`config.mk`:
```
export PLATFORM = sky130hd
export DESIGN_NAME = det_rr_scheduler_flat
export DESIGN_NICKNAME = d
export VERILOG_FILES = /design/src/rtl/det_rr_scheduler_if.sv /design/src/rtl/det_rr_scheduler.sv /design/src/flat_wrapper.sv
export SDC_FILE = /design/constraint.sdc
export NUM_CORES = 1
export LEC_CHECK = 0
export ABC_AREA = 1
export CORE_MARGIN = 3
export CORE_UTILIZATION = 25
export CTS_CLUSTER_SIZE = 25
export DETAILED_ROUTE_END_ITERATION = 12
export HOLD_SLACK_MARGIN = 0.15
export PLACE_DENSITY = 0.58
export SLEW_MARGIN = 20
export SYNTH_ARGS = -nofsm -noshare
export SYNTH_HDL_FRONTEND = slang
export SYNTH_SLANG_ARGS = --single-unit
```
`constraint.sdc`:
```
create_clock -name clk -period 3.88 [get_ports clk]
set_input_delay 0.776 -clock clk [delete_from_list [all_inputs] [get_ports clk]]
set_output_delay 0.776 -clock clk [all_outputs]
set_load 0.02 [all_outputs]
```
`src/rtl/det_rr_scheduler_if.sv`:
```
// Handshake and result bundle between parallel producers and the shared pattern-detector scheduler.
// The master side is the producer/observer and the slave side is the scheduler.
interface det_rr_scheduler_if #(
  parameter int unsigned NREQ   = 4,
  parameter int unsigned WORD_W = 8,
  parameter int unsigned CNT_W  = 4,
  parameter int unsigned ID_W   = $clog2(NREQ)
);
  logic [NREQ-1:0]        req;
  logic [NREQ*WORD_W-1:0] data;
  logic [NREQ-1:0]        ack;
  logic                   busy;
  logic                   ser_bit;
  logic                   ser_valid;
  logic                   hit;
  logic                   done;
  logic [ID_W-1:0]        done_id;
  logic [CNT_W-1:0]       hit_count;

  modport master (
    output req, data,
    input  ack, busy, ser_bit, ser_valid, hit, done, done_id, hit_count
  );

  modport slave (
    input  req, data,
    output ack, busy, ser_bit, ser_valid, hit, done, done_id, hit_count
  );
endinterface

```
`src/rtl/det_rr_scheduler.sv`:
```
// Round-robin scheduler that serialises one requester's word at a time, MSB first, through a
// sliding-window pattern detector and reports the overlapping-match count tagged with the index.
module det_rr_scheduler #(
  parameter int unsigned       NREQ    = 4,
  parameter int unsigned       WORD_W  = 8,
  parameter int unsigned       PAT_W   = 4,
  parameter logic [PAT_W-1:0]  PATTERN = 4'b1011,
  parameter int unsigned       CNT_W   = 4
) (
  input logic               clk,
  input logic               rst,
  det_rr_scheduler_if.slave bus
);

  localparam int unsigned ID_W = $clog2(NREQ);
  localparam int unsigned BCW  = $clog2(WORD_W + 1);
  localparam logic [BCW-1:0] WordLast = BCW'(WORD_W - 1);
  localparam logic [BCW-1:0] PatLast  = BCW'(PAT_W - 1);

  typedef enum logic [1:0] {StIdle, StShift, StReport} state_e;

  state_e              state_q;
  logic [ID_W-1:0]     last_q;
  logic [WORD_W-1:0]   shift_q;
  logic [PAT_W-1:0]    window_q;
  logic [BCW-1:0]      bit_cnt_q;
  logic [CNT_W-1:0]    cnt_q;

  logic [NREQ-1:0]     ack_q;
  logic                busy_q;
  logic                ser_bit_q;
  logic                ser_valid_q;
  logic                hit_q;
  logic                done_q;
  logic [ID_W-1:0]     done_id_q;
  logic [CNT_W-1:0]    hit_count_q;

  logic [ID_W-1:0]     winner;
  logic [ID_W-1:0]     idx;
  logic [WORD_W-1:0]   word_sel;
  logic                cur_bit;
  logic [PAT_W-1:0]    win_next;
  logic                match;

  // Scan from last+NREQ down to last+1 so the closest set request after the pointer wins.
  always_comb begin
    winner = last_q;
    idx    = '0;
    for (int off = int'(NREQ); off >= 1; off--) begin
      idx = ID_W'((int'(last_q) + off) % int'(NREQ));
      if (bus.req[idx]) winner = idx;
    end
  end

  always_comb begin
    word_sel = '0;
    for (int i = 0; i < int'(NREQ); i++) begin
      if (ID_W'(i) == winner) word_sel = bus.data[i*WORD_W +: WORD_W];
    end
  end

  assign cur_bit  = shift_q[WORD_W-1];
  assign win_next = PAT_W'({window_q, cur_bit});
  // Ignore matches until PAT_W real bits have entered the zero-filled window.
  assign match    = (win_next == PATTERN) && (bit_cnt_q >= PatLast);

  always_ff @(posedge clk or negedge rst) begin
    if (!rst) begin
      state_q     <= StIdle;
      last_q      <= ID_W'(NREQ - 1);
      shift_q     <= '0;
      window_q    <= '0;
      bit_cnt_q   <= '0;
      cnt_q       <= '0;
      ack_q       <= '0;
      busy_q      <= 1'b0;
      ser_bit_q   <= 1'b0;
      ser_valid_q <= 1'b0;
      hit_q       <= 1'b0;
      done_q      <= 1'b0;
      done_id_q   <= '0;
      hit_count_q <= '0;
    end else begin
      ack_q  <= '0;
      hit_q  <= 1'b0;
      done_q <= 1'b0;
      unique case (state_q)
        StIdle: begin
          if (|bus.req) begin
            state_q        <= StShift;
            shift_q        <= word_sel;
            last_q         <= winner;
            ack_q[winner]  <= 1'b1;
            bit_cnt_q      <= '0;
            window_q       <= '0;
            cnt_q          <= '0;
            busy_q         <= 1'b1;
          end
        end
        StShift: begin
          ser_valid_q <= 1'b1;
          ser_bit_q   <= cur_bit;
          shift_q     <= shift_q << 1;
          window_q    <= win_next;
          bit_cnt_q   <= bit_cnt_q + BCW'(1);
          if (match) begin
            hit_q <= 1'b1;
            if (cnt_q != '1) cnt_q <= cnt_q + CNT_W'(1);
          end
          if (bit_cnt_q == WordLast) state_q <= StReport;
        end
        StReport: begin
          ser_valid_q <= 1'b0;
          ser_bit_q   <= 1'b0;
          done_q      <= 1'b1;
          done_id_q   <= last_q;
          hit_count_q <= cnt_q;
          busy_q      <= 1'b0;
          state_q     <= StIdle;
        end
        default: state_q <= StIdle;
      endcase
    end
  end

  assign bus.ack       = ack_q;
  assign bus.busy      = busy_q;
  assign bus.ser_bit   = ser_bit_q;
  assign bus.ser_valid = ser_valid_q;
  assign bus.hit       = hit_q;
  assign bus.done      = done_q;
  assign bus.done_id   = done_id_q;
  assign bus.hit_count = hit_count_q;

endmodule
```
`src/flat_wrapper.sv`:
```
// flat-port wrapper written by rule: the top's interface ports become plain ports
module det_rr_scheduler_flat 
#(
  parameter int unsigned       NREQ    = 4,
  parameter int unsigned       WORD_W  = 8,
  parameter int unsigned       PAT_W   = 4,
  parameter logic [PAT_W-1:0]  PATTERN = 4'b1011,
  parameter int unsigned       CNT_W   = 4
)
  (clk, rst, bus_req, bus_data, bus_ack, bus_busy, bus_ser_bit, bus_ser_valid, bus_hit, bus_done, bus_done_id, bus_hit_count);
  det_rr_scheduler_if #(.NREQ(NREQ), .WORD_W(WORD_W), .CNT_W(CNT_W)) bus_i ();
  input logic clk;
  input logic rst;
  input wire logic [$bits(bus_i.req)-1:0] bus_req;
  input wire logic [$bits(bus_i.data)-1:0] bus_data;
  output wire logic [$bits(bus_i.ack)-1:0] bus_ack;
  output wire logic [$bits(bus_i.busy)-1:0] bus_busy;
  output wire logic [$bits(bus_i.ser_bit)-1:0] bus_ser_bit;
  output wire logic [$bits(bus_i.ser_valid)-1:0] bus_ser_valid;
  output wire logic [$bits(bus_i.hit)-1:0] bus_hit;
  output wire logic [$bits(bus_i.done)-1:0] bus_done;
  output wire logic [$bits(bus_i.done_id)-1:0] bus_done_id;
  output wire logic [$bits(bus_i.hit_count)-1:0] bus_hit_count;
  assign bus_i.req = bus_req;
  assign bus_i.data = bus_data;
  assign bus_ack = bus_i.ack;
  assign bus_busy = bus_i.busy;
  assign bus_ser_bit = bus_i.ser_bit;
  assign bus_ser_valid = bus_i.ser_valid;
  assign bus_hit = bus_i.hit;
  assign bus_done = bus_i.done;
  assign bus_done_id = bus_i.done_id;
  assign bus_hit_count = bus_i.hit_count;
  det_rr_scheduler #(.NREQ(NREQ), .WORD_W(WORD_W), .PAT_W(PAT_W), .PATTERN(PATTERN), .CNT_W(CNT_W)) u_core (.clk(clk), .rst(rst), .bus(bus_i));
endmodule
```
Fig. 1: run 1, power grid
The bar under the picture is 20 um long. Pins as bars on the die edge.
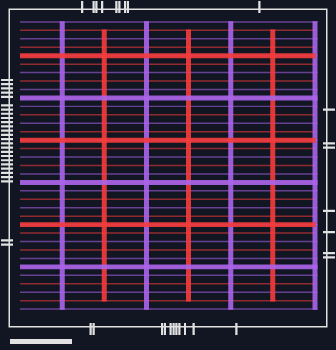
Purple stands for VSS. Red stands for VDD.
35 met1 rails follow the rows. 7 straps on met4. 53 signal pins sit on the boundary. The core has 34 rows.

Fig. 2: run 1, cell classes on the final placement
Fill, decap, tap and diode cells in grey.
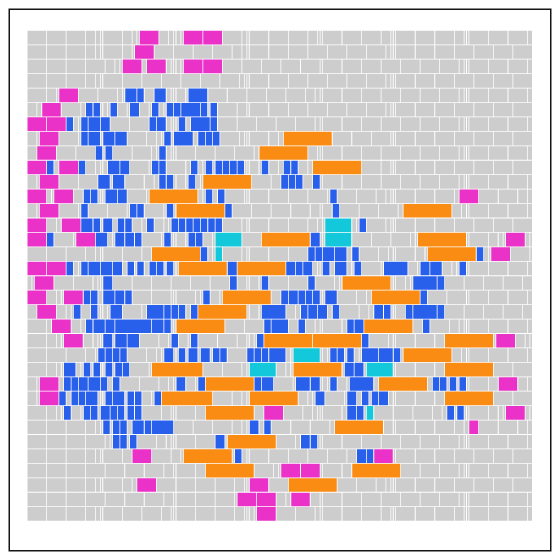
Magenta stands for remaining buffers and delay cells, cells 52, share of their area 18%. Cyan stands for clock drivers and dummy loads, cells 8, share of their area 3.2%. Orange stands for registers, cells 38, share of their area 34%. Blue stands for remaining logic cells, cells 268, share of their area 45%.
Core Util, Final: 33.5%
Seq area share: 32.4%

Fig. 3: run 1, clock network drawn from the DEF
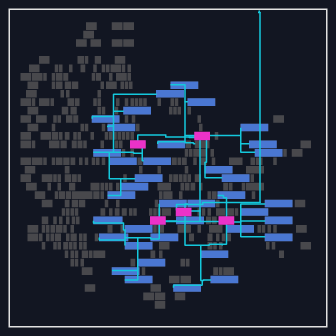
Blue stands for flip-flops, count 38. Magenta stands for clock-net drivers, count 5. Cyan stands for clock wires, length 550 um.
There are 6 routed clock nets.

run 1: critical path: stages:
cell and delay, ps:
clkdlybuf4s50_1 480, inv_1 60, nand2_1 60, nand3_1 90
nand2_1 80, inv_1 40, nand2_1 70, nand3_1 310
nand2_2 460, nand2_1 90, nand3_1 120, nand2_1 80
nand2_1 60, nand2_1 50
run 1: routing by layer:
layer  routed length, um  part of all wire, %
met2                2280                   46
met5                   0                    0
met1                2390                   48
met4                  88                  1.8
met3                 237                  4.7
run 1: cells by family after synthesis:
group | share of synthesized area (%)
buffers and inverters | 12.4
DFF | 41.6
xor gates and xnor gates | 0.764
adders and majority gates | 2.73
AOI/OAI and AO/OA | 7.15
and+or+nand+nor | 35.3
==> impl_metrics.py, run 1 <==
# Generated from Yosys and OpenROAD reports
metrics = {
    "synth": {
        "yosys.stat.chipArea_um2": 2290,
        "top_cells_by_count": "nand2_1 (107), inv_1 (45), dfrtp_1 (36), nor2_1 (23), nand3_1 (18)",
        "ys_ff": 38,
        "synthCells": 318,
        "yosysWarnings": 0,
        "synth_top_area_share_pct": 39.3,
        "edf_count": 0,
    },
    "cells_and_area": {
        "largestClassByArea": "logic gates",
        "num_antenna_cells": 0,
        "num-clock-buffers": 8,
        "inv_count": 51,
        "syn_to_final_growth_pct": 28.5,
        "lay_top_cells": "nand2_1 (107), clkdlybuf4s50_1 (51), inv_1 (45), dfrtp_1 (36), nor2_1 (23)",
        "final-comb-area_um2": 1050,
    },
    "power_and_ir_drop": {
        "p_seq_share_pct": 27.3,
        "cellInternalPower_w": 0.00125,
        "p_clk_w": 0.000277,
    },
    "global_route": {
        "grtUsageMet3_pct": 2.34,
        "grt_pass1_wl_um": 8650,
        "grt_usage_pct": 10.4,
        "grt_use_met2_pct": 16.5,
    },
    "worst_setup_path": {
        "path_class": "in -> reg",
        "cp_data_required_time_ps": 4060,
        "endpoint": "u_core.shift_q[7]",
        "r2r-end": "u_core.shift_q[7]",
        "critPathLaunchType": "input pin",
        "rr_worst_depth": 13,
        "crit_path_end_kind": "flop",
        "r2r_setup_slack_ps": 1530,
    },
    "min_path": {
        "holdCritStartpoint": "u_core.bus.hit_count[2]",
    },
    "routing": {
        "vias_per_cell": 4.23,
        "drt-total-wl_um": 4990,
        "drcViolationCount": 0,
        "via_count": 2003,
    },
    "clock_network": {
        "cts-resized-gates": 0,
        "hold_buffers": 0,
        "cts-buffers-inserted": 5,
    },
    "outcome": {
        "run_status": "completed",
    },
    "floorplanning": {
        "fp_util_pct": 26.0,
        "taps": 108,
        "die_h_um": 102,
    },
    "sta": {
        "slew_viol_final": 0,
        "finalCriticalPeriod_ps": 2640,
        "setup_viol": 0,
    },
    "place": {
        "placed_cell_area_um2": 2860,
        "dp.cells": 466,
    },
}
==> inputs of run 2 (changes only) <==
- PLACE_DENSITY: 0.58 -> 0.59
- clock period: 3.88 -> 2.4 ns (I/O delays scaled with it)
Fig. 4: run 2, clock routing
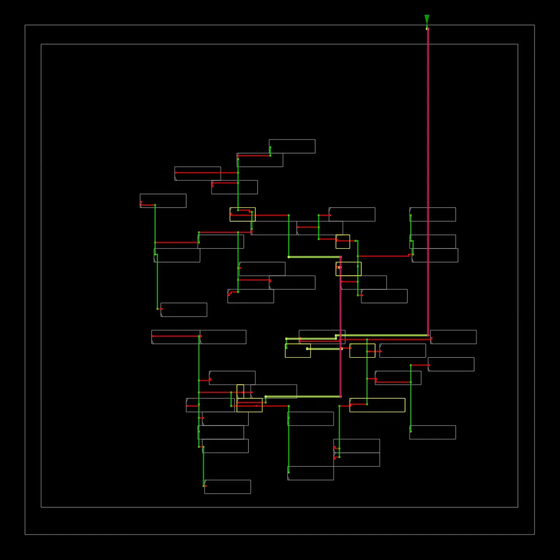
flop count: 38
clock buffers created by TritonCTS: 5
clk sink count: 38

==> run 2 against run 1 <==
Synthesized cell count unchanged. Wire length increased by 2.7%. Area after synthesis did not move. Worst hold slack worse by 190 ps. Setup slack worse by 880 ps. Global-route usage rose by 0.49 points. Die area did not move. Register-to-register slack worse by 1200 ps. Sequential power is 61% higher. Critical endpoint unchanged. Largest cell class unchanged. Largest power group unchanged.
==> impl_metrics.py, run 2 <==
# Generated from Yosys and OpenROAD reports
metrics = {
    "place": {
        "placed_cell_area_um2": 2910,
        "place_congestion": 0.791,
        "io_buffers": 52,
        "dp.cells": 473,
    },
    "synth": {
        "ys_ff": 38,
        "yosysTopAreaCell": "dfrtp_1",
        "synth_top_area_share_pct": 39.3,
        "yosysWarnings": 0,
        "top_cells_by_count": "nand2_1 (107), inv_1 (45), dfrtp_1 (36), nor2_1 (23), nand3_1 (18)",
        "synthCells": 318,
        "async_flop_share_pct": 100,
        "synth.area.top_cells": "dfrtp_1 (39%), nand2_1 (18%), inv_1 (7.4%), nand3_1 (3.9%), nor2_1 (3.8%)",
        "edf_count": 0,
        "syn_area_per_cell_um2": 7.21,
        "yosysUniqueCellTypes": 32,
        "yosys.stat.chipArea_um2": 2290,
    },
    "worst_setup_path": {
        "cpMostUsedCell": "nand2_1",
        "path_buffers": 3,
        "r2r-end": "u_core.shift_q[7]",
        "cpMaxStageDelayCell": "clkdlybuf4s50_1",
        "path_class": "in -> reg",
        "cp-startpoint": "bus_req[1]",
        "rr_worst_depth": 13,
        "crit_fanout": 20,
        "endpoint": "u_core.shift_q[7]",
        "cp_data_required_time_ps": 2590,
        "critPathLaunchType": "input pin",
        "path_cells": "clkdlybuf4s50_1 > inv_1 > nand2_1 > nand3_1 > nand2_1 > inv_1 > nand2_1 > nand3_1 > nand2_2 > nand2_1 > nand3_1 > nand2_1 > nand2_1 > nand2_1",
        "critPathMaxStageDelay_ps": 500,
        "crit_path_end_kind": "flop",
        "path_delay_family": "simple AND/OR/NAND/NOR gates",
        "r2r_setup_slack_ps": 370,
        "cp.depth": 14,
    },
    "global_route": {
        "grt_pass1_wl_um": 8990,
        "antenna_found_initial": 0,
        "grt_usage_pct": 10.9,
        "grt_use_met2_pct": 18.1,
        "grtUsageMet3_pct": 2.69,
        "grt_max_degree": 39,
    },
    "sta": {
        "setup_viol": 0,
        "rsz0062_at_grt": "false",
        "finalCriticalPeriod_ps": 2040,
        "finalClockPeriodUsage_pct": 85.0,
        "layout_setup_ws_ps": 361,
        "hold_ws_ps": 283,
        "relSlewSlack_pct": 43.4,
        "slew_viol_final": 0,
    },
    "routing": {
        "routed.top_layer": "met4",
        "wl_per_cell_um": 10.7,
        "vias_per_cell": 4.35,
        "wl_met1_um": 2310,
        "wl_met3_um": 246,
        "drt-total-wl_um": 5120,
        "drcViolationCount": 0,
        "wl_met2_um": 2480,
        "via_count": 2092,
    },
    "job": {
        "warning_count": 28,
    },
    "power_and_ir_drop": {
        "leakage_nw": 1.51,
        "p_switching_w": 0.00200,
        "p_seq_share_pct": 25.8,
        "p_clk_w": 0.000534,
        "cellInternalPower_w": 0.00220,
    },
    "cells_and_area": {
        "num_antenna_cells": 0,
        "drive_gt1_share_pct": 9.92,
        "lay_top_cells": "nand2_1 (107), clkdlybuf4s50_1 (51), inv_1 (45), dfrtp_1 (36), nor2_1 (23)",
        "syn_to_final_growth_pct": 31.7,
        "fin_util_pct": 34.3,
    },
    "floorplanning": {
        "dieArea_um2": 10400,
        "die_h_um": 102,
        "fp_util_pct": 26.0,
        "ios": 53,
    },
    "outcome": {
        "run_status": "completed",
    },
    "clock_network": {
        "cts-resized-gates": 0,
        "hold_buffers": 0,
    },
}
## run 2: cell counts after synthesis
Identical to the previous run, type by type.
## run 2: logic make-up (layout without fill, tap and decap cells)
logic type	count (synthesis)	in the layout	share of synthesized area, %
flops	38	38	41.6
compound gates	27	27	7.15
buf+inv	63	118	12.4
xor+xnor	2	2	0.764
simple gates	183	183	35.3
fa+ha+maj	5	5	2.73
## run 2: cell type report
class                           instances  area [um2]  share of cell area, %
Clock inverter                          2        37.5                   1.24
Clock buffer                            6        72.6                   2.40
Inverter                               51         199                   6.59
Sequential cell                        38         953                   31.6
Tap cell                              108         135                   4.48
Multi-Input combinational cell        217        1050                   34.9
Timing Repair Buffer                   59         568                   18.8
==> inputs of run 3 (changes only) <==
- PLACE_DENSITY: 0.59 -> 0.58
- clock period: 2.4 -> 1.9 ns (I/O delays scaled with it)
Fig. 5: run 3, signal wires by layer
The bar under the picture is 20 um long. Only two layers are drawn.
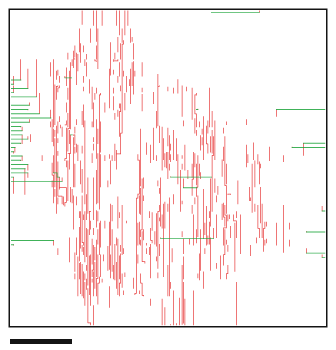
Red stands for M2, wire length 2,810 um. Green stands for M3, wire length 231 um.

==> run 3 against run 2 <==
Via count is 4.3% higher. Largest power group unchanged. The run now ends with negative setup slack left. Clock skew is 6.6 ps lower. First-iteration DRC count is 38% lower. Sequential share of layout area is 3.2 points lower. Combinational power is 72% higher. Sequential cell count stayed put. Setup slack worse by 370 ps. Die area stayed put.
==> impl_metrics.py, run 3 <==
# Generated from Yosys and OpenROAD reports
metrics = {
    "outcome": {
        "run_status": "finished with violations",
        "violations": "negative setup slack",
    },
    "worst_setup_path": {
        "critPathLaunchType": "flop",
        "cp-startpoint": "u_core.last_q[0]",
        "rr_worst_depth": 17,
        "cp_data_required_time_ps": 2090,
        "arrival_ps": 2100,
        "endpoint": "u_core.shift_q[4]",
        "crit_path_end_kind": "flop",
        "r2r_setup_slack_ps": -10,
        "path_class": "reg -> reg",
        "crit_fanout": 8,
        "r2r-end": "u_core.shift_q[4]",
    },
    "place": {
        "place_congestion": 0.760,
        "dp.cells": 484,
        "io_buffers": 52,
        "placed_cell_area_um2": 3030,
    },
    "power_and_ir_drop": {
        "swShare_pct": 45.9,
        "leakage_nw": 1.69,
        "cellInternalPower_w": 0.00341,
        "power_w": 0.00631,
        "p_seq_share_pct": 21.4,
        "p_switching_w": 0.00290,
        "p_clk_w": 0.000524,
    },
    "synth": {
        "top_cells_by_count": "nand2_1 (107), inv_1 (45), dfrtp_1 (36), nor2_1 (23), nand3_1 (18)",
        "xor_share_pct": 0.764,
        "ys_sh_aoi_pct": 7.15,
        "yosysTopAreaCell": "dfrtp_1",
        "fa_ha_area_share_pct": 2.73,
        "ys_ff": 38,
        "synthCells": 318,
        "yosysWarnings": 0,
        "ys_sh_simple_pct": 35.3,
        "yosysUniqueCellTypes": 32,
        "top_logic_kind": "simple AND/OR/NAND/NOR gates",
        "most_common_cell": "nand2_1",
        "ys_sh_mux_pct": 0,
        "synth_top_area_share_pct": 39.3,
        "edf_count": 0,
        "syn_area_per_cell_um2": 7.21,
        "yosys.stat.chipArea_um2": 2290,
        "synth.area.top_cells": "dfrtp_1 (39%), nand2_1 (18%), inv_1 (7.4%), nand3_1 (3.9%), nor2_1 (3.8%)",
        "async_flop_share_pct": 100,
    },
    "cells_and_area": {
        "num_antenna_cells": 0,
        "drive_gt1_share_pct": 20.7,
        "fin_util_pct": 38.2,
        "final_common_cell": "nand2_1",
        "fin_nets": 439,
        "syn_to_final_growth_pct": 46.6,
        "lay_top_cells": "nand2_1 (91), clkdlybuf4s50_1 (50), inv_1 (45), dfrtp_1 (36), nor2_1 (23)",
    },
    "routing": {
        "drcViolationCount": 0,
        "wl_met2_um": 2810,
        "routed.top_layer": "met4",
        "wl_met3_um": 230,
        "wl_per_cell_um": 11.3,
        "drt-total-wl_um": 5710,
        "vias_per_cell": 4.33,
        "firstDrtPassIters": 4,
        "via_count": 2183,
        "wl_met1_um": 2570,
    },
    "floorplanning": {
        "die_h_um": 102,
        "die_width_um": 102,
        "fp_util_pct": 26.0,
        "dieArea_um2": 10400,
        "ios": 53,
    },
    "clock_network": {
        "clkSinkCount": 38,
        "cts-buffers-inserted": 5,
        "clk_pin_slew_ps": 70,
        "cts-resized-gates": 1,
        "hold_buffers": 0,
    },
    "sta": {
        "setup_viol": 1,
        "layout_setup_ws_ps": -9.71,
        "finalCriticalPeriod_ps": 1910,
        "hold_ws_ps": 133,
        "slew_viol_final": 0,
        "finalClockPeriodUsage_pct": 101,
        "relSlewSlack_pct": 67.4,
        "rsz0062_at_grt": "true",
    },
    "global_route": {
        "grt_pass1_wl_um": 8930,
        "grtUsageMet3_pct": 2.69,
        "grt_pass1_vias": 2059,
        "grt_usage_pct": 10.7,
        "antenna_found_initial": 0,
        "grt_use_met2_pct": 18.2,
    },
    "job": {
        "warning_count": 29,
    },
}
[run 3: cell types whose count changed in the layout (fill, tap and decap cells not counted), moves of 5 or more]
cell,change
nand2_1,-16
buf_4,+13
nand2_4,+9
nand2_2,+7
buf_6,+6
nand3_1,-5
nand3_2,+5
[run 3: cell type report]
class                   count  area [um2]
fillers                   905        5450
multi-input cells         217        1170
flip-flops and latches     38         953
repair buffers             82         821
inverters                  51         199
well taps                 108         135
clock buffers               7        76.3
repair inverters            1        6.26
[run 3: worst max-delay path, stage by stage (launching register included)]
cell and delay [ps]:
dfstp_2 580, buf_6 140, inv_4 40, nand2_1 70, nand2_2 80, nand2_2 70
nand2_1 60, inv_2 80, nand2_2 50, nand2_2 100, nand2_4 80, buf_12 140
nand3_2 70, nand2_1 40, inv_1 50, nand2_1 50, nand2_1 60, nand2_1 40
Power figures rest on the tool's default switching activity, not on a simulated workload.
